Figure 1. Congestion heat map (run 1).
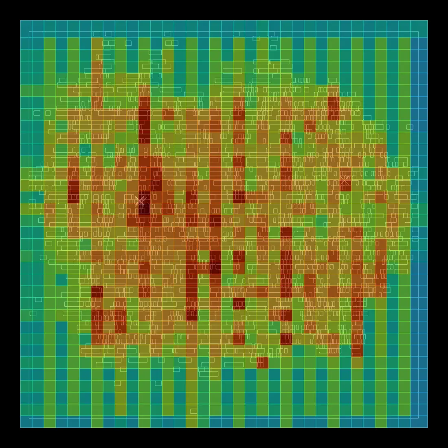
Figure 2. Routed metal, one color a layer (run 1).
Bar = 50 microns. Only two layers are drawn.
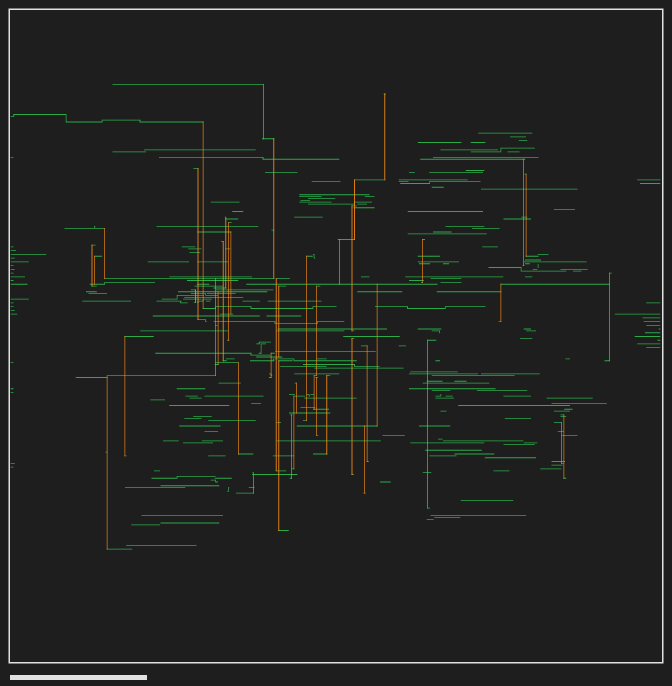
Figure 3. Layout detail (run 1).
Bar = 5 microns. Region (168, 168) to (188, 188) microns. Cells in gray, sequential cells in the stronger gray; small squares are vias.
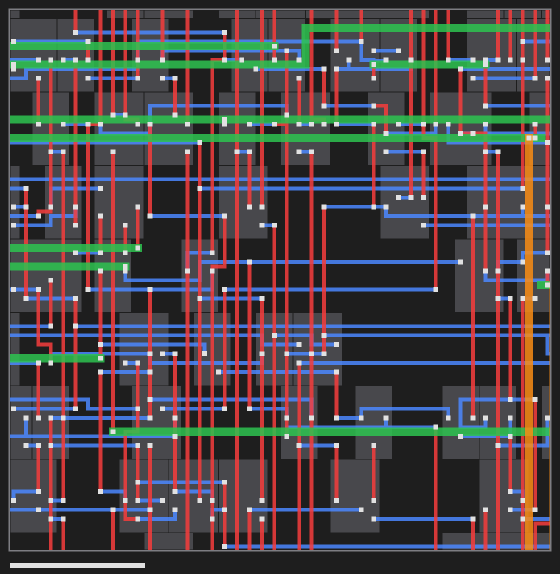
**config.mk**
```make
export PLATFORM = sky130hd
export DESIGN_NAME = banco_nos_ativos_flat
export DESIGN_NICKNAME = d
export VERILOG_FILES = /design/src/rtl/banco_nos_pkg.sv /design/src/rtl/banco_nos_ativos_if.sv /design/src/rtl/seletor_menor_criterio.sv /design/src/rtl/banco_nos_ativos.sv /design/src/flat_wrapper.sv
export SDC_FILE = /design/constraint.sdc
export NUM_CORES = 1
export LEC_CHECK = 0
export ABC_AREA = 1
export CAP_MARGIN = 20
export CORE_MARGIN = 5
export CORE_UTILIZATION = 29
export CTS_CLUSTER_DIAMETER = 60
export DETAILED_ROUTE_END_ITERATION = 6
export MAX_ROUTING_LAYER = met4
export PLACE_DENSITY = 0.54
export REMOVE_ABC_BUFFERS = 1
export SLEW_MARGIN = 0
export SYNTH_ARGS = -nofsm -noshare
export SYNTH_HDL_FRONTEND = slang
export SYNTH_SLANG_ARGS = --single-unit
```
**constraint.sdc**
```tcl
create_clock -name clk -period 14 [get_ports clk]
set_clock_uncertainty 0.2 [all_clocks]
set_input_delay 2.8 -clock clk [delete_from_list [all_inputs] [get_ports clk]]
set_output_delay 2.8 -clock clk [all_outputs]
set_load 0.05 [all_outputs]
```
**src/rtl/banco_nos_pkg.sv**
```systemverilog
// Shared definitions for the active-node bank of the pathfinding engine:
// command opcodes, FSM states and the saturating criterion adder.
package banco_nos_pkg;

  localparam logic [1:0] OP_ATUALIZAR   = 2'b00;
  localparam logic [1:0] OP_REMOVER     = 2'b01;
  localparam logic [1:0] OP_EXTRAIR_MIN = 2'b10;
  localparam logic [1:0] OP_LIMPAR      = 2'b11;

  typedef enum logic {
    StOcioso,
    StRecalc
  } estado_t;

  // a + b clamped to the all-ones value of a largura-bit result
  function automatic logic [31:0] soma_saturada(input logic [31:0] a, input logic [31:0] b,
                                                input int unsigned largura);
    logic [32:0] soma;
    logic [32:0] limite;
    soma   = {1'b0, a} + {1'b0, b};
    limite = (33'd1 << largura) - 33'd1;
    if (soma > limite) begin
      return limite[31:0];
    end
    return soma[31:0];
  endfunction

endpackage

```
**src/rtl/banco_nos_ativos_if.sv**
```systemverilog
// Command/status bundle between the expansion controller (master) and the
// active-node bank (slave).
interface banco_nos_ativos_if #(
  parameter int unsigned ADDR_WIDTH      = 5,
  parameter int unsigned DISTANCIA_WIDTH = 8,
  parameter int unsigned CUSTO_WIDTH     = 4,
  parameter int unsigned CRITERIO_WIDTH  = 9,
  parameter int unsigned SLOT_WIDTH      = 3
);

  logic                       cmd_valid_in;
  logic [1:0]                 cmd_op_in;
  logic                       cmd_ready_out;
  logic [ADDR_WIDTH-1:0]      endereco_in;
  logic [ADDR_WIDTH-1:0]      anterior_in;
  logic [DISTANCIA_WIDTH-1:0] distancia_in;
  logic [CUSTO_WIDTH-1:0]     menor_vizinho_in;

  logic                       ba_min_valido_out;
  logic [ADDR_WIDTH-1:0]      ba_min_endereco_out;
  logic [DISTANCIA_WIDTH-1:0] ba_min_distancia_out;
  logic [ADDR_WIDTH-1:0]      ba_min_anterior_out;
  logic [CRITERIO_WIDTH-1:0]  ba_min_criterio_out;
  logic                       ba_extraido_out;
  logic                       ba_nova_menor_distancia_out;
  logic                       ba_estouro_out;
  logic                       ba_erro_out;
  logic [SLOT_WIDTH:0]        ba_ocupacao_out;
  logic                       ba_cheio_out;
  logic                       ba_vazio_out;

  modport master (
    output cmd_valid_in, cmd_op_in, endereco_in, anterior_in, distancia_in, menor_vizinho_in,
    input  cmd_ready_out, ba_min_valido_out, ba_min_endereco_out, ba_min_distancia_out,
           ba_min_anterior_out, ba_min_criterio_out, ba_extraido_out,
           ba_nova_menor_distancia_out, ba_estouro_out, ba_erro_out, ba_ocupacao_out,
           ba_cheio_out, ba_vazio_out
  );

  modport slave (
    input  cmd_valid_in, cmd_op_in, endereco_in, anterior_in, distancia_in, menor_vizinho_in,
    output cmd_ready_out, ba_min_valido_out, ba_min_endereco_out, ba_min_distancia_out,
           ba_min_anterior_out, ba_min_criterio_out, ba_extraido_out,
           ba_nova_menor_distancia_out, ba_estouro_out, ba_erro_out, ba_ocupacao_out,
           ba_cheio_out, ba_vazio_out
  );

endinterface

```
**src/rtl/seletor_menor_criterio.sv**
```systemverilog
// Combinational argmin over the slot criteria, restricted to valid slots.
// Strict less-than keeps the lowest index on ties.
module seletor_menor_criterio #(
  parameter int unsigned NUM_SLOTS      = 8,
  parameter int unsigned SLOT_WIDTH     = 3,
  parameter int unsigned CRITERIO_WIDTH = 9
) (
  input  logic [NUM_SLOTS-1:0][CRITERIO_WIDTH-1:0] criterios,
  input  logic [NUM_SLOTS-1:0]                     validos,
  output logic [SLOT_WIDTH-1:0]                    indice,
  output logic                                     achou
);

  logic [CRITERIO_WIDTH-1:0] melhor;

  always_comb begin
    achou  = 1'b0;
    indice = '0;
    melhor = '1;
    for (int i = 0; i < NUM_SLOTS; i++) begin
      if (validos[i] && (!achou || (criterios[i] < melhor))) begin
        achou  = 1'b1;
        indice = SLOT_WIDTH'(i);
        melhor = criterios[i];
      end
    end
  end

endmodule

```
**src/rtl/banco_nos_ativos.sv**
```systemverilog
// Open-set slot bank: insert-or-decrease, remove, extract-min and clear, with the
// minimum-criterion node re-registered one cycle after every accepted command.
module banco_nos_ativos
  import banco_nos_pkg::*;
#(
  parameter int unsigned ADDR_WIDTH      = 5,
  parameter int unsigned DISTANCIA_WIDTH = 8,
  parameter int unsigned CUSTO_WIDTH     = 4,
  parameter int unsigned CRITERIO_WIDTH  = 9,
  parameter int unsigned NUM_SLOTS       = 8,
  parameter int unsigned SLOT_WIDTH      = 3
) (
  input logic               clk,
  input logic               rst,
  banco_nos_ativos_if.slave bus
);

  localparam logic [SLOT_WIDTH:0] CHEIO = (SLOT_WIDTH + 1)'(NUM_SLOTS);

  estado_t                    estado_q;
  logic [NUM_SLOTS-1:0]       valido_q, valido_d;
  logic [ADDR_WIDTH-1:0]      endereco_q  [NUM_SLOTS];
  logic [ADDR_WIDTH-1:0]      anterior_q  [NUM_SLOTS];
  logic [DISTANCIA_WIDTH-1:0] distancia_q [NUM_SLOTS];
  logic [CUSTO_WIDTH-1:0]     vizinho_q   [NUM_SLOTS];

  logic [NUM_SLOTS-1:0][CRITERIO_WIDTH-1:0] criterio;
  logic [31:0]                soma;
  logic [SLOT_WIDTH-1:0]      sel_indice, hit_idx, livre_idx, escrita_idx;
  logic                       sel_achou, hit, livre, aceita, escreve, aloca;
  logic                       nova_d, estouro_d, erro_d, extraido_d;
  logic [SLOT_WIDTH:0]        ocupacao_d;

  logic                       ready_q, min_valido_q;
  logic [ADDR_WIDTH-1:0]      min_endereco_q, min_anterior_q;
  logic [DISTANCIA_WIDTH-1:0] min_distancia_q;
  logic [CRITERIO_WIDTH-1:0]  min_criterio_q;
  logic [SLOT_WIDTH-1:0]      min_slot_q;
  logic                       nova_q, estouro_q, erro_q, extraido_q, cheio_q, vazio_q;
  logic [SLOT_WIDTH:0]        ocupacao_q;

  assign aceita = bus.cmd_valid_in && (estado_q == StOcioso);

  // Invalid slots read as all-ones so they can never win the argmin.
  always_comb begin
    soma = '0;
    for (int i = 0; i < NUM_SLOTS; i++) begin
      soma = soma_saturada(32'(distancia_q[i]), 32'(vizinho_q[i]), CRITERIO_WIDTH);
      criterio[i] = valido_q[i] ? soma[CRITERIO_WIDTH-1:0] : '1;
    end
  end

  seletor_menor_criterio #(
    .NUM_SLOTS      (NUM_SLOTS),
    .SLOT_WIDTH     (SLOT_WIDTH),
    .CRITERIO_WIDTH (CRITERIO_WIDTH)
  ) u_seletor (
    .criterios (criterio),
    .validos   (valido_q),
    .indice    (sel_indice),
    .achou     (sel_achou)
  );

  always_comb begin
    hit       = 1'b0;
    hit_idx   = '0;
    livre     = 1'b0;
    livre_idx = '0;
    for (int i = 0; i < NUM_SLOTS; i++) begin
      if (!hit && valido_q[i] && (endereco_q[i] == bus.endereco_in)) begin
        hit     = 1'b1;
        hit_idx = SLOT_WIDTH'(i);
      end
      if (!livre && !valido_q[i]) begin
        livre     = 1'b1;
        livre_idx = SLOT_WIDTH'(i);
      end
    end
  end

  always_comb begin
    valido_d    = valido_q;
    escreve     = 1'b0;
    aloca       = 1'b0;
    escrita_idx = '0;
    nova_d      = 1'b0;
    estouro_d   = 1'b0;
    erro_d      = 1'b0;
    extraido_d  = 1'b0;
    if (aceita) begin
      case (bus.cmd_op_in)
        OP_ATUALIZAR: begin
          if (hit) begin
            if (bus.distancia_in < distancia_q[hit_idx]) begin
              escreve     = 1'b1;
              escrita_idx = hit_idx;
              nova_d      = 1'b1;
            end
          end else if (livre) begin
            escreve             = 1'b1;
            aloca               = 1'b1;
            escrita_idx         = livre_idx;
            valido_d[livre_idx] = 1'b1;
            nova_d              = 1'b1;
          end else begin
            estouro_d = 1'b1;
          end
        end
        OP_REMOVER: begin
          if (hit) valido_d[hit_idx] = 1'b0;
          else     erro_d = 1'b1;
        end
        OP_EXTRAIR_MIN: begin
          // Removes the slot currently shown on the min outputs.
          if (min_valido_q) begin
            valido_d[min_slot_q] = 1'b0;
            extraido_d           = 1'b1;
          end else begin
            erro_d = 1'b1;
          end
        end
        OP_LIMPAR: valido_d = '0;
        default: ;
      endcase
    end
    ocupacao_d = '0;
    for (int i = 0; i < NUM_SLOTS; i++) begin
      ocupacao_d = ocupacao_d + (SLOT_WIDTH + 1)'(valido_d[i]);
    end
  end

  always_ff @(posedge clk) begin
    if (escreve) begin
      distancia_q[escrita_idx] <= bus.distancia_in;
      anterior_q[escrita_idx]  <= bus.anterior_in;
      if (aloca) begin
        endereco_q[escrita_idx] <= bus.endereco_in;
        vizinho_q[escrita_idx]  <= bus.menor_vizinho_in;
      end
    end
  end

  always_ff @(posedge clk) begin
    if (rst) begin
      estado_q        <= StOcioso;
      valido_q        <= '0;
      ready_q         <= 1'b1;
      min_valido_q    <= 1'b0;
      min_endereco_q  <= '0;
      min_distancia_q <= '0;
      min_anterior_q  <= '1;
      min_criterio_q  <= '1;
      min_slot_q      <= '0;
      nova_q          <= 1'b0;
      estouro_q       <= 1'b0;
      erro_q          <= 1'b0;
      extraido_q      <= 1'b0;
      ocupacao_q      <= '0;
      cheio_q         <= 1'b0;
      vazio_q         <= 1'b1;
    end else begin
      valido_q   <= valido_d;
      nova_q     <= nova_d;
      estouro_q  <= estouro_d;
      erro_q     <= erro_d;
      extraido_q <= extraido_d;
      ocupacao_q <= ocupacao_d;
      cheio_q    <= (ocupacao_d == CHEIO);
      vazio_q    <= (ocupacao_d == '0);
      case (estado_q)
        StOcioso: begin
          if (aceita) begin
            estado_q <= StRecalc;
            ready_q  <= 1'b0;
          end
        end
        StRecalc: begin
          estado_q     <= StOcioso;
          ready_q      <= 1'b1;
          min_valido_q <= sel_achou;
          min_slot_q   <= sel_achou ? sel_indice : '0;
          if (sel_achou) begin
            min_endereco_q  <= endereco_q[sel_indice];
            min_distancia_q <= distancia_q[sel_indice];
            min_anterior_q  <= anterior_q[sel_indice];
            min_criterio_q  <= criterio[sel_indice];
          end else begin
            min_endereco_q  <= '0;
            min_distancia_q <= '0;
            min_anterior_q  <= '1;
            min_criterio_q  <= '1;
          end
        end
      endcase
    end
  end

  assign bus.cmd_ready_out               = ready_q;
  assign bus.ba_min_valido_out           = min_valido_q;
  assign bus.ba_min_endereco_out         = min_endereco_q;
  assign bus.ba_min_distancia_out        = min_distancia_q;
  assign bus.ba_min_anterior_out         = min_anterior_q;
  assign bus.ba_min_criterio_out         = min_criterio_q;
  assign bus.ba_extraido_out             = extraido_q;
  assign bus.ba_nova_menor_distancia_out = nova_q;
  assign bus.ba_estouro_out              = estouro_q;
  assign bus.ba_erro_out                 = erro_q;
  assign bus.ba_ocupacao_out             = ocupacao_q;
  assign bus.ba_cheio_out                = cheio_q;
  assign bus.ba_vazio_out                = vazio_q;

endmodule

```
**src/flat_wrapper.sv**
```systemverilog
// flat-port wrapper written by rule: the top's interface ports become plain ports
module banco_nos_ativos_flat import banco_nos_pkg::*;
#(
  parameter int unsigned ADDR_WIDTH      = 5,
  parameter int unsigned DISTANCIA_WIDTH = 8,
  parameter int unsigned CUSTO_WIDTH     = 4,
  parameter int unsigned CRITERIO_WIDTH  = 9,
  parameter int unsigned NUM_SLOTS       = 8,
  parameter int unsigned SLOT_WIDTH      = 3
)
  (clk, rst, bus_cmd_valid_in, bus_cmd_op_in, bus_endereco_in, bus_anterior_in, bus_distancia_in, bus_menor_vizinho_in, bus_cmd_ready_out, bus_ba_min_valido_out, bus_ba_min_endereco_out, bus_ba_min_distancia_out, bus_ba_min_anterior_out, bus_ba_min_criterio_out, bus_ba_extraido_out, bus_ba_nova_menor_distancia_out, bus_ba_estouro_out, bus_ba_erro_out, bus_ba_ocupacao_out, bus_ba_cheio_out, bus_ba_vazio_out);
  banco_nos_ativos_if #(.ADDR_WIDTH(ADDR_WIDTH), .DISTANCIA_WIDTH(DISTANCIA_WIDTH), .CUSTO_WIDTH(CUSTO_WIDTH), .CRITERIO_WIDTH(CRITERIO_WIDTH), .SLOT_WIDTH(SLOT_WIDTH)) bus_i ();
  input logic clk;
  input logic rst;
  input wire logic [$bits(bus_i.cmd_valid_in)-1:0] bus_cmd_valid_in;
  input wire logic [$bits(bus_i.cmd_op_in)-1:0] bus_cmd_op_in;
  input wire logic [$bits(bus_i.endereco_in)-1:0] bus_endereco_in;
  input wire logic [$bits(bus_i.anterior_in)-1:0] bus_anterior_in;
  input wire logic [$bits(bus_i.distancia_in)-1:0] bus_distancia_in;
  input wire logic [$bits(bus_i.menor_vizinho_in)-1:0] bus_menor_vizinho_in;
  output wire logic [$bits(bus_i.cmd_ready_out)-1:0] bus_cmd_ready_out;
  output wire logic [$bits(bus_i.ba_min_valido_out)-1:0] bus_ba_min_valido_out;
  output wire logic [$bits(bus_i.ba_min_endereco_out)-1:0] bus_ba_min_endereco_out;
  output wire logic [$bits(bus_i.ba_min_distancia_out)-1:0] bus_ba_min_distancia_out;
  output wire logic [$bits(bus_i.ba_min_anterior_out)-1:0] bus_ba_min_anterior_out;
  output wire logic [$bits(bus_i.ba_min_criterio_out)-1:0] bus_ba_min_criterio_out;
  output wire logic [$bits(bus_i.ba_extraido_out)-1:0] bus_ba_extraido_out;
  output wire logic [$bits(bus_i.ba_nova_menor_distancia_out)-1:0] bus_ba_nova_menor_distancia_out;
  output wire logic [$bits(bus_i.ba_estouro_out)-1:0] bus_ba_estouro_out;
  output wire logic [$bits(bus_i.ba_erro_out)-1:0] bus_ba_erro_out;
  output wire logic [$bits(bus_i.ba_ocupacao_out)-1:0] bus_ba_ocupacao_out;
  output wire logic [$bits(bus_i.ba_cheio_out)-1:0] bus_ba_cheio_out;
  output wire logic [$bits(bus_i.ba_vazio_out)-1:0] bus_ba_vazio_out;
  assign bus_i.cmd_valid_in = bus_cmd_valid_in;
  assign bus_i.cmd_op_in = bus_cmd_op_in;
  assign bus_i.endereco_in = bus_endereco_in;
  assign bus_i.anterior_in = bus_anterior_in;
  assign bus_i.distancia_in = bus_distancia_in;
  assign bus_i.menor_vizinho_in = bus_menor_vizinho_in;
  assign bus_cmd_ready_out = bus_i.cmd_ready_out;
  assign bus_ba_min_valido_out = bus_i.ba_min_valido_out;
  assign bus_ba_min_endereco_out = bus_i.ba_min_endereco_out;
  assign bus_ba_min_distancia_out = bus_i.ba_min_distancia_out;
  assign bus_ba_min_anterior_out = bus_i.ba_min_anterior_out;
  assign bus_ba_min_criterio_out = bus_i.ba_min_criterio_out;
  assign bus_ba_extraido_out = bus_i.ba_extraido_out;
  assign bus_ba_nova_menor_distancia_out = bus_i.ba_nova_menor_distancia_out;
  assign bus_ba_estouro_out = bus_i.ba_estouro_out;
  assign bus_ba_erro_out = bus_i.ba_erro_out;
  assign bus_ba_ocupacao_out = bus_i.ba_ocupacao_out;
  assign bus_ba_cheio_out = bus_i.ba_cheio_out;
  assign bus_ba_vazio_out = bus_i.ba_vazio_out;
  banco_nos_ativos #(.ADDR_WIDTH(ADDR_WIDTH), .DISTANCIA_WIDTH(DISTANCIA_WIDTH), .CUSTO_WIDTH(CUSTO_WIDTH), .CRITERIO_WIDTH(CRITERIO_WIDTH), .NUM_SLOTS(NUM_SLOTS), .SLOT_WIDTH(SLOT_WIDTH)) u_core (.clk(clk), .rst(rst), .bus(bus_i));
endmodule
```
==> impl_metrics.yaml, run 1 <==
# synthesis and place-and-route metrics
status:
  run_status: "complete, but fails checks"
  violations: "design-rule violations"
min_path:
  min_from: "u_core.min_slot_q[0]$_SDFFE_PP0P_"
  whs_path_depth: 2
cells_and_area:
  reg_top3: "u_core.distancia_q x64, u_core.anterior_q x40, u_core.endereco_q x40"
  drive_above_1_share: 0.0793
  final_nets: 2087
  area_growth_pct: 17.5
  largest_reg_flops: 64
  regMostFlops: "u_core.distancia_q"
setup_path:
  crit_arrival_ns: 13.24
  r2r_start: "u_core.distancia_q[0][2]$_DFFE_PP_"
  crit_slowest_cell: "edfxtp_1"
  r2r.worst_path.cells: 74
  crit_top_cell: "nand2_1"
  crit_path_start: "u_core.distancia_q[0][2]$_DFFE_PP_"
  rr_endpoint: "u_core.bus.ba_min_criterio_out[2]$_SDFFE_PP1P_"
timing:
  slew_headroom: 0.362
  period_minus_slack_ns: 13.00
  slew_viol_final: 0
  tns_ns: 0
  setup_slack_ns: 0.996
synth:
  synth_flops: 227
  yosys_warnings: 0
  synth.top_cell.area_share: 0.352
  edf_count: 176
  ys_types: 53
  yosysTopAreaCell: "edfxtp_1"
  yosys_area_sq_um: 15000
  yosys-stat-cells: 1877
clock_network:
  clockBufferDepth: 3
  clock_sinks: 227
die:
  fp-utilization: 0.293
detailed_routing:
  initialDrtViolationCount: 1367
  dr_wl_met2_microns: 25700
  drc: 18
  top_layer: "met4"
  dr.pass1.iters: 7
  viasPerCell: 5.22
pwr:
  fin_total_pwr_mw: 1.89
  power_leakage_nw: 7.19
flow_run:
  maxCapViolCount: 0
grt:
  grt.met1_usage: 0.263
  grt_pass1_vias: 13388
  grt_antenna_before_repair: 0
  grt_max_degree: 59
placement:
  dpl_worst_slack_ns: -0.123
  io_buffers: 65
  gp_congestion: 0.942
Notes on Figure 1 above:
Finished Core Util: 0.344
GRT met2 Usage: 0.314
met3 Use GR: 0.0213
Most Crowded Layer GR: met2

Notes on Figure 2 above:
color	layer	wire length
green	met3	3490 microns
orange	met4	1480 microns
GRT Total Usage: 0.193
drt total wl: 55400 microns
WL/cell: 20.9 microns
Via Count: 13820

Notes on Figure 3 above:
color	layer
orange	met4
green	met3
red	met2
blue	met1
sequential cells in the window	0
most frequent	nand2_1 (16), nand3_1 (14)
cells with their middle in the window	42

## run 1: area by class of cell
cell class | count | area [sq um]
Fill cell | 5371 | 33600
Inverter | 180 | 676
Multi-Input combinational cell | 1391 | 7760
Sequential cell | 227 | 6310
Clock buffer | 35 | 757
Tap cell | 680 | 851
Timing Repair Buffer | 120 | 1160
Clock inverter | 15 | 155
## run 1: stage by stage
step / std cells / utilization / cell area, sq um / hold WS [ns]
6_report: 2648 / 0.344 / 17700 / 0.294
5_1_grt: 2648 / 0.344 / 17700 / 0.345
4_1_cts: 2638 / 0.341 / 17500 / 0.292
3_5_place_dp: 2588 / 0.323 / 16600 / 0.266
3_3_place_gp: 2585 / 0.322 / 16500 / 0.264
2_1_floorplan: 1798 / - / 14600 / 0.250
## run 1: critical path, delay by kind of cell, from the launching register on
family | cells | cell delay (ns)
compound gates | 23 | 4.70
simple gates | 38 | 4.39
buf+inv | 5 | 0.60
flops | 1 | 0.46
fa+ha+maj | 8 | 2.44
## run 1: kinds of logic (layout without fill, tap and decap cells)
logic type | after synthesis | count (layout) | synth area share
and+or+nand+nor | 985 | 985 | 0.288
DFF | 227 | 227 | 0.419
buffers and inverters | 259 | 350 | 0.0714
AOI/OAI and AO/OA | 256 | 256 | 0.0995
xor gates and xnor gates | 37 | 37 | 0.0216
adders and majority gates | 113 | 113 | 0.100
## run 1: synth_stat cells, drive strengths merged (3+ instances only)
master and n:
o211ai 5, nand3 281, xor2 28, dfxtp 51, nor4 3, buf 50
nand4 21, or2 21, nand3b 9, a211oi 11, and2 5, fa 12
xnor2 9, inv 173, a21oi 86, o221a 4, nor3 24, o2111ai 9
a31oi 6, ha 101, edfxtp 176, o22ai 8, a221oi 5, nor2 119
nand2 502, clkbuf 29, o21ai 101, a2111oi 4, clkinv 7
## run 1: cells in the final DEF, fill, tap and decap left out, drive strengths merged, types with 3 or more instances in the layout
| cell type | synthesis | routed |
|---|---|---|
| nand2 | 502 | 502 |
| nand3 | 281 | 281 |
| inv | 173 | 177 |
| edfxtp | 176 | 176 |
| nor2 | 119 | 119 |
| ha | 101 | 101 |
| o21ai | 101 | 101 |
| a21oi | 86 | 86 |
| clkdlybuf4s50 | 0 | 65 |
| buf | 50 | 54 |
| dfxtp | 51 | 51 |
| clkbuf | 29 | 36 |
| xor2 | 28 | 28 |
| nor3 | 24 | 24 |
| nand4 | 21 | 21 |
| or2 | 21 | 21 |
| clkinv | 7 | 14 |
| fa | 12 | 12 |
| a211oi | 11 | 11 |
| o2111ai | 9 | 9 |
| xnor2 | 9 | 9 |
| nand3b | 9 | 9 |
| o22ai | 8 | 8 |
| a31oi | 6 | 6 |
| a221oi | 5 | 5 |
| o211ai | 5 | 5 |
| and2 | 5 | 5 |
| o221a | 4 | 4 |
| a2111oi | 4 | 4 |
| nor4 | 3 | 3 |
## run 1: report_power, final
group / switching, mW / internal, mW
registers: 0.0112 / 0.738
logic: 0.285 / 0.139
clock network: 0.299 / 0.422
## run 1: timing repair
action,in CTS,in global routing
pin swaps,0,5
resized,3,33
setup buffers,0,8
endpoints found under the setup margin,27,30
gates cloned,0,1
## Run 2: what changed since run 1
--- a/config.mk
+++ b/config.mk
@@ -7,6 +7,7 @@
 export LEC_CHECK = 0
 export ABC_AREA = 1
 export CAP_MARGIN = 20
+export CORE_ASPECT_RATIO = 0.9
 export CORE_MARGIN = 5
 export CORE_UTILIZATION = 29
 export CTS_CLUSTER_DIAMETER = 60
Figure 4. Congestion heat map (run 2).
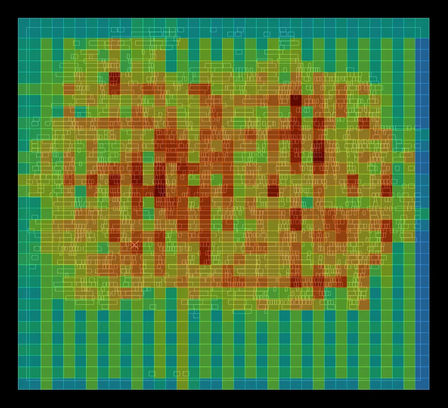
met3 Use GR: 0.0381
GRT met2 Usage: 0.285
WL/cell: 20.7 microns
grt met1 use: 0.263

Figure 5. Met1 routing (run 2).
Bar = 50 microns.
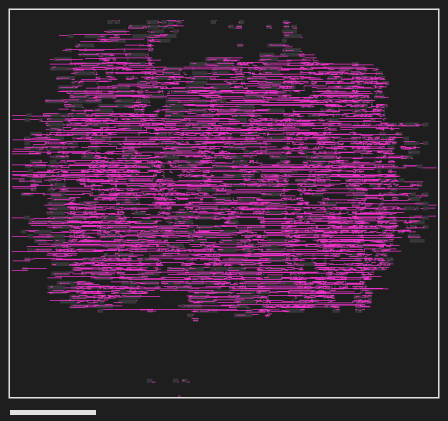
nets with wire on the layer	1954
longest straight run	75.0 microns
Via Count: 13753
drt total wl: 54600 microns

==> impl_metrics.yaml, run 2 <==
# synthesis and place-and-route metrics
pwr:
  fin_total_pwr_mw: 1.89
  power.internal_mw: 1.30
  switching_share: 0.315
  power_leakage_nw: 7.12
  switchingPower_uw: 596
  pwr-share-clk: 0.382
  pwr-share-seq: 0.396
cells_and_area:
  fillers: 5341
  layout_top_cell: "nand2_1"
  largest_reg_flops: 64
  mostFrequentLayoutCells: "nand2_1, nand3_1, edfxtp_1"
  diodes: 0
  mi_logic_area_sq_um: 7720
  flop_area_sq_um: 6310
  final_nets: 2073
  regMostFlops: "u_core.distancia_q"
  area_growth_pct: 16.8
  drive_above_1_share: 0.0691
  reg_top3: "u_core.distancia_q x64, u_core.anterior_q x40, u_core.endereco_q x40"
synth:
  synthTopCellsByCount: "nand2_1, nand3_1, edfxtp_1, inv_1, nor2_1"
  yosys_area_sq_um: 15000
  synth_flops: 227
  ys_types: 53
  yosysTopAreaCell: "edfxtp_1"
  syn_area_per_cell_sq_um: 8.01
  synth.top_cell.area_share: 0.352
  yosys-stat-cells: 1877
  yosys_warnings: 0
  most_common_cell: "nand2_1"
  edf_count: 176
  ff_type: "edfxtp_1"
detailed_routing:
  dr.pass1.iters: 7
  drc: 4
  initialDrtViolationCount: 1344
  viasPerCell: 5.21
setup_path:
  crit_family: "AND-OR/OR-AND gates"
  cp-end-kind: "register"
  crit_slowest_cell: "edfxtp_1"
  crit_top_cell: "nand2_1"
  crit_arrival_ns: 13.09
placement:
  dpl_worst_slack_ns: 0.343
  io_buffers: 65
  gp_congestion: 0.939
die:
  fp-utilization: 0.292
  die_area_sq_um: 56500
timing:
  tns_ns: 0
  slew_headroom: 0.235
  setup_slack_ns: 1.13
  period_minus_slack_ns: 12.87
  slew_viol_final: 0
grt:
  grt_pass1_vias: 12913
  grt_antenna_before_repair: 1
  grt_max_degree: 57
  grt.total_usage: 0.189
flow_run:
  maxCapViolCount: 0
clock_network:
  clockBufferDepth: 3
  clock_sinks: 227
  cts_tree: "done"
status:
  run_status: "complete, but fails checks"
  violations: "design-rule violations"
[run 2: cell counts after synthesis]
No cell type changed its count.
[run 2: worst paths after layout]
path                                                   start                                               to  slack, ns  cells past startpoint
max                       u_core.distancia_q[1][0]$_DFFE_PP_   u_core.bus.ba_min_criterio_out[1]$_SDFFE_PP1P_       1.13                     73
min          u_core.bus.ba_min_distancia_out[1]$_SDFFE_PP0P_  u_core.bus.ba_min_distancia_out[1]$_SDFFE_PP0P_       0.27                      2
max reg2reg               u_core.distancia_q[1][0]$_DFFE_PP_   u_core.bus.ba_min_criterio_out[1]$_SDFFE_PP1P_       1.13                     73
min reg2reg  u_core.bus.ba_min_distancia_out[1]$_SDFFE_PP0P_  u_core.bus.ba_min_distancia_out[1]$_SDFFE_PP0P_       0.27                      2
[run 2: through the flow]
stage / instances / hold WS (ns) / utilization / area (sq um)
global placement: 2586 / 0.271 / 0.320 / 16500
floorplan: 1798 / 0.250 / - / 14600
CTS: 2637 / 0.283 / 0.338 / 17400
global route: 2642 / 0.316 / 0.341 / 17600
detailed placement: 2586 / 0.268 / 0.320 / 16500
finish: 2642 / 0.274 / 0.341 / 17600
[run 2: repair_timing]
item                       4_1_cts  5_1_grt
hold buffers                     0        0
gates resized                    0       28
hold endpoints to repair         0        0
setup endpoints to repair        0       30
setup buffers                    0        3
[run 2: cell type report]
type	count	area share
clock buffers	40	0.0436
multi-input cells	1391	0.440
well taps	688	0.0490
repair buffers	105	0.0615
inverters	180	0.0385
flip-flops and latches	227	0.359
clock inverters	11	0.00848
[run 2: layer usage]
| layer | track usage | part of all wire | vias up |
|---|---|---|---|
| met5 | - | 0 | - |
| met4 | 0.0452 | 0.029 | 0 |
| li1 | - | - | 6541 |
| met1 | 0.263 | 0.45 | 6528 |
| met2 | 0.285 | 0.44 | 578 |
| met3 | 0.0381 | 0.085 | 106 |
[run 2: power by group through the flow]
stage	Combinational (mW)	Clock [mW]	Sequential, mW
after floorplan	0.217	0	0.791
after global placement	0.398	0	0.763
after detailed placement	0.398	0	0.763
after CTS	0.400	0.739	0.749
after global routing	0.457	0.768	0.750
final	0.420	0.723	0.749
[run 2: logic make-up after synthesis]
kind of cell,Yosys count,synth area share
flip-flops,227,0.419
AND/OR/NAND/NOR,985,0.288
AND-OR/OR-AND,256,0.0995
XOR/XNOR,37,0.0216
buffers and inverters,259,0.0714
adder cells (fa/ha/maj),113,0.100
[run 2: tightest hold or removal path, cell delays in order (launching register included)]
cell,delay (ns)
dfxtp_1,0.32
nand2_1,0.06
nand2_1,0.05
## Run 3: what changed since run 2
==> constraint.sdc (replaced) <==
create_clock -name clk -period 13.4 [get_ports clk]
set_clock_uncertainty 0.2 [all_clocks]
set_input_delay 2.68 -clock clk [delete_from_list [all_inputs] [get_ports clk]]
set_output_delay 2.68 -clock clk [all_outputs]
set_load 0.05 [all_outputs]
Figure 6. Congestion heat map (run 3).
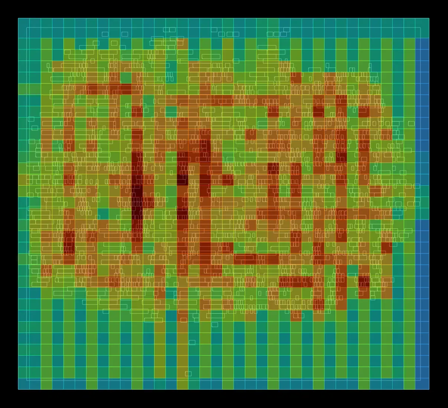
met3 Use GR: 0.0291
GRT Total Usage: 0.197

Figure 7. Routed metal, one color a layer (run 3).
Bar = 50 microns. Only two layers are drawn.
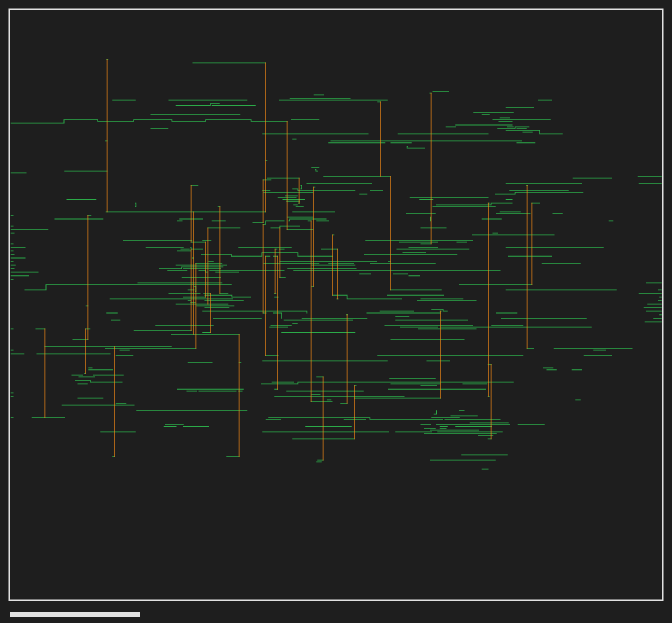
color	layer	wire length
orange	met4	1360 microns
green	met3	4480 microns
Via Count: 13953
WL/cell: 21.1 microns
drt total wl: 56200 microns

==> impl_metrics.yaml, run 3 <==
# synthesis and place-and-route metrics
flow_run:
  maxCapViolCount: 0
setup_path:
  r2r_start: "u_core.distancia_q[1][0]$_DFFE_PP_"
  r2r.worst_path.cells: 79
  crit_family: "AND-OR/OR-AND gates"
  crit_top_cell: "nand2_1"
  cp_num_buf_inv: 2
  crit_arrival_ns: 12.74
  cp-end-kind: "register"
  rr_endpoint: "u_core.bus.ba_min_criterio_out[6]$_SDFFE_PP1P_"
  r2r_slack_ns: 0.91
  crit_slowest_cell: "fa_1"
synth:
  ys_types: 53
  most_common_cell: "nand2_1"
  yosys_area_sq_um: 15000
  yosys_warnings: 0
  synth_flops: 227
  syn_area_per_cell_sq_um: 8.01
  postSynthCellCount: 1877
  yosysTopAreaCell: "edfxtp_1"
  synthTopCellsByCount: "nand2_1, nand3_1, edfxtp_1, inv_1, nor2_1"
  yosys-stat-cells: 1877
  edf_count: 176
  ff_type: "edfxtp_1"
min_path:
  whs_path_depth: 2
  hold_class: "register to register"
  min_from: "u_core.min_slot_q[0]$_SDFFE_PP0P_"
grt:
  grt_pass1_vias: 13404
  grt_antenna_before_repair: 0
status:
  run_status: "finished clean"
placement:
  dpl_worst_slack_ns: -0.184
  io_buffers: 65
die:
  fp-utilization: 0.292
  die_area_sq_um: 56500
timing:
  slew_viol_final: 0
  setup_slack_ns: 0.909
  slew_headroom: 0.269
  timing.final.crit_share: 0.932
  period_minus_slack_ns: 12.49
cells_and_area:
  regMostFlops: "u_core.distancia_q"
  reg_top3: "u_core.distancia_q x64, u_core.anterior_q x40, u_core.endereco_q x40"
  final_nets: 2088
  largest_reg_flops: 64
  drive_above_1_share: 0.0833
  area_growth_pct: 18.7
  fin_util: 0.347
  mostFrequentLayoutCells: "nand2_1, nand3_1, edfxtp_1"
  layout_top_cell: "nand2_1"
clock_network:
  cts_tree: "done"
  postCtsHoldBufs: 0
  clock_sinks: 227
pwr:
  power_leakage_nw: 7.25
detailed_routing:
  viasPerCell: 5.25
  drc: 0
  initialDrtViolationCount: 1505
  dr.pass1.iters: 6
run 3: netlist changes by cell type in the layout (fill, tap and decap cells not counted), sizes merged:
cell	delta
inv	+2
clkbuf	-3
buf	+14
bufinv	+2
diode	+1
run 3: through the flow:
step           instances  TNS, ns  total power [mW]  hold WS [ns]  instance area, sq um
2_1_floorplan       1798        0              1.05         0.250                 14600
3_3_place_gp        2599        0              1.22         0.276                 16700
3_5_place_dp        2601    -2.49              1.23         0.279                 16700
4_1_cts             2653        0              2.04         0.293                 17600
5_1_grt             2657        0              2.13         0.317                 17800
6_report            2658        0              2.04         0.288                 17800
run 3: layout make-up:
class	count	area, sq um
Fill cell	5370	33700
Multi-Input combinational cell	1391	7820
Sequential cell	227	6310
Timing Repair Buffer	119	1210
Tap cell	688	861
Clock buffer	37	766
Inverter	180	676
Clock inverter	15	210
Antenna cell	1	2.50
run 3: worst max path at each step:
stage,slack [ns],startpoint,cells past startpoint,endpoint
after floorplan,0.80,u_core.distancia_q[0][1]$_DFFE_PP_,76,u_core.bus.ba_min_criterio_out[3]$_SDFFE_PP1P_
after global placement,0.07,u_core.distancia_q[1][2]$_DFFE_PP_,74,u_core.bus.ba_min_criterio_out[6]$_SDFFE_PP1P_
after detailed placement,-0.18,u_core.distancia_q[1][0]$_DFFE_PP_,75,u_core.bus.ba_min_criterio_out[6]$_SDFFE_PP1P_
after CTS,0.08,u_core.distancia_q[0][2]$_DFFE_PP_,75,u_core.bus.ba_min_criterio_out[6]$_SDFFE_PP1P_
after global routing,0.06,u_core.distancia_q[1][0]$_DFFE_PP_,80,u_core.bus.ba_min_criterio_out[6]$_SDFFE_PP1P_
final,0.91,u_core.distancia_q[1][0]$_DFFE_PP_,79,u_core.bus.ba_min_criterio_out[6]$_SDFFE_PP1P_
run 3: what timing repair did:
item                                    in CTS  in global routing
endpoints found under the setup margin      28                 30
gates cloned                                 0                  1
resized                                      8                 49
pin swaps                                    0                  2
buffers inserted                             0                  2
run 3: layer usage:
metal  GRT usage  vias up  routed length (microns)
met5           -        -                        0
met2       0.305      610                    25000
met4      0.0417        0                     1360
met3      0.0291       89                     4480
li1            -     6580                        -
met1       0.276     6674                    25400
run 3: cells by family (layout without fill, tap and decap cells):
family,after synthesis,in the layout,synth area share
compound gates,256,256,0.0995
xor+xnor,37,37,0.0216
fa+ha+maj,113,113,0.100
buf+inv,259,351,0.0714
flops,227,227,0.419
other cells,0,1,0
simple gates,985,985,0.288
run 3: worst register-to-register path, delay by kind of cell, from the launching register on:
family / cells / cell delay [ns]
adder cells (fa/ha/maj): 9 / 2.73
AND/OR/NAND/NOR: 39 / 4.03
AND-OR/OR-AND: 28 / 4.43
flip-flops: 1 / 0.41
buffers and inverters: 2 / 0.29
XOR/XNOR: 1 / 0.26
run 3: power breakdown:
group | switching, mW | internal [mW] | leakage [nW]
clock network | 0.328 | 0.485 | 0.474
logic | 0.297 | 0.151 | 4.78
registers | 0.0121 | 0.771 | 2.00
total | 0.637 | 1.41 | 7.25

==> notes/layouts.md <==
Pictures saved along the way, in no particular order.

Signal metal coverage by tile.
image #1
24 x 24 tiles, from white (low) to dark blue (high), scaled to the fullest tile. Values are wire area over tile area, all layers added.
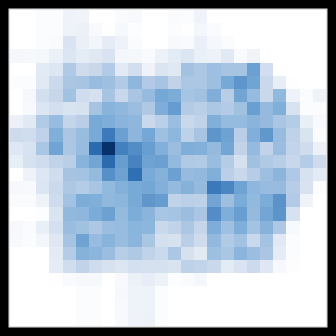
image #2
25 x 23 tiles, from white (low) to dark blue (high), scaled to the fullest tile. Values are wire area over tile area, all layers added.
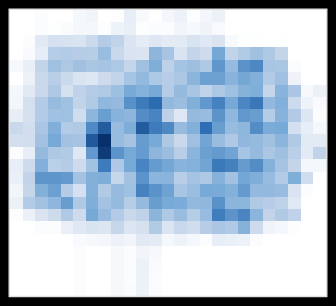
Image #2 is run 3.
Image #1 is run 1.

Key to image #2:
nearly empty tiles	27%
densest ninth of the die	middle
fullest tile	0.68
mean over tiles	0.16
tiles over half the peak	12%

No activity file was given, so power comes from the tool's default toggle rates.
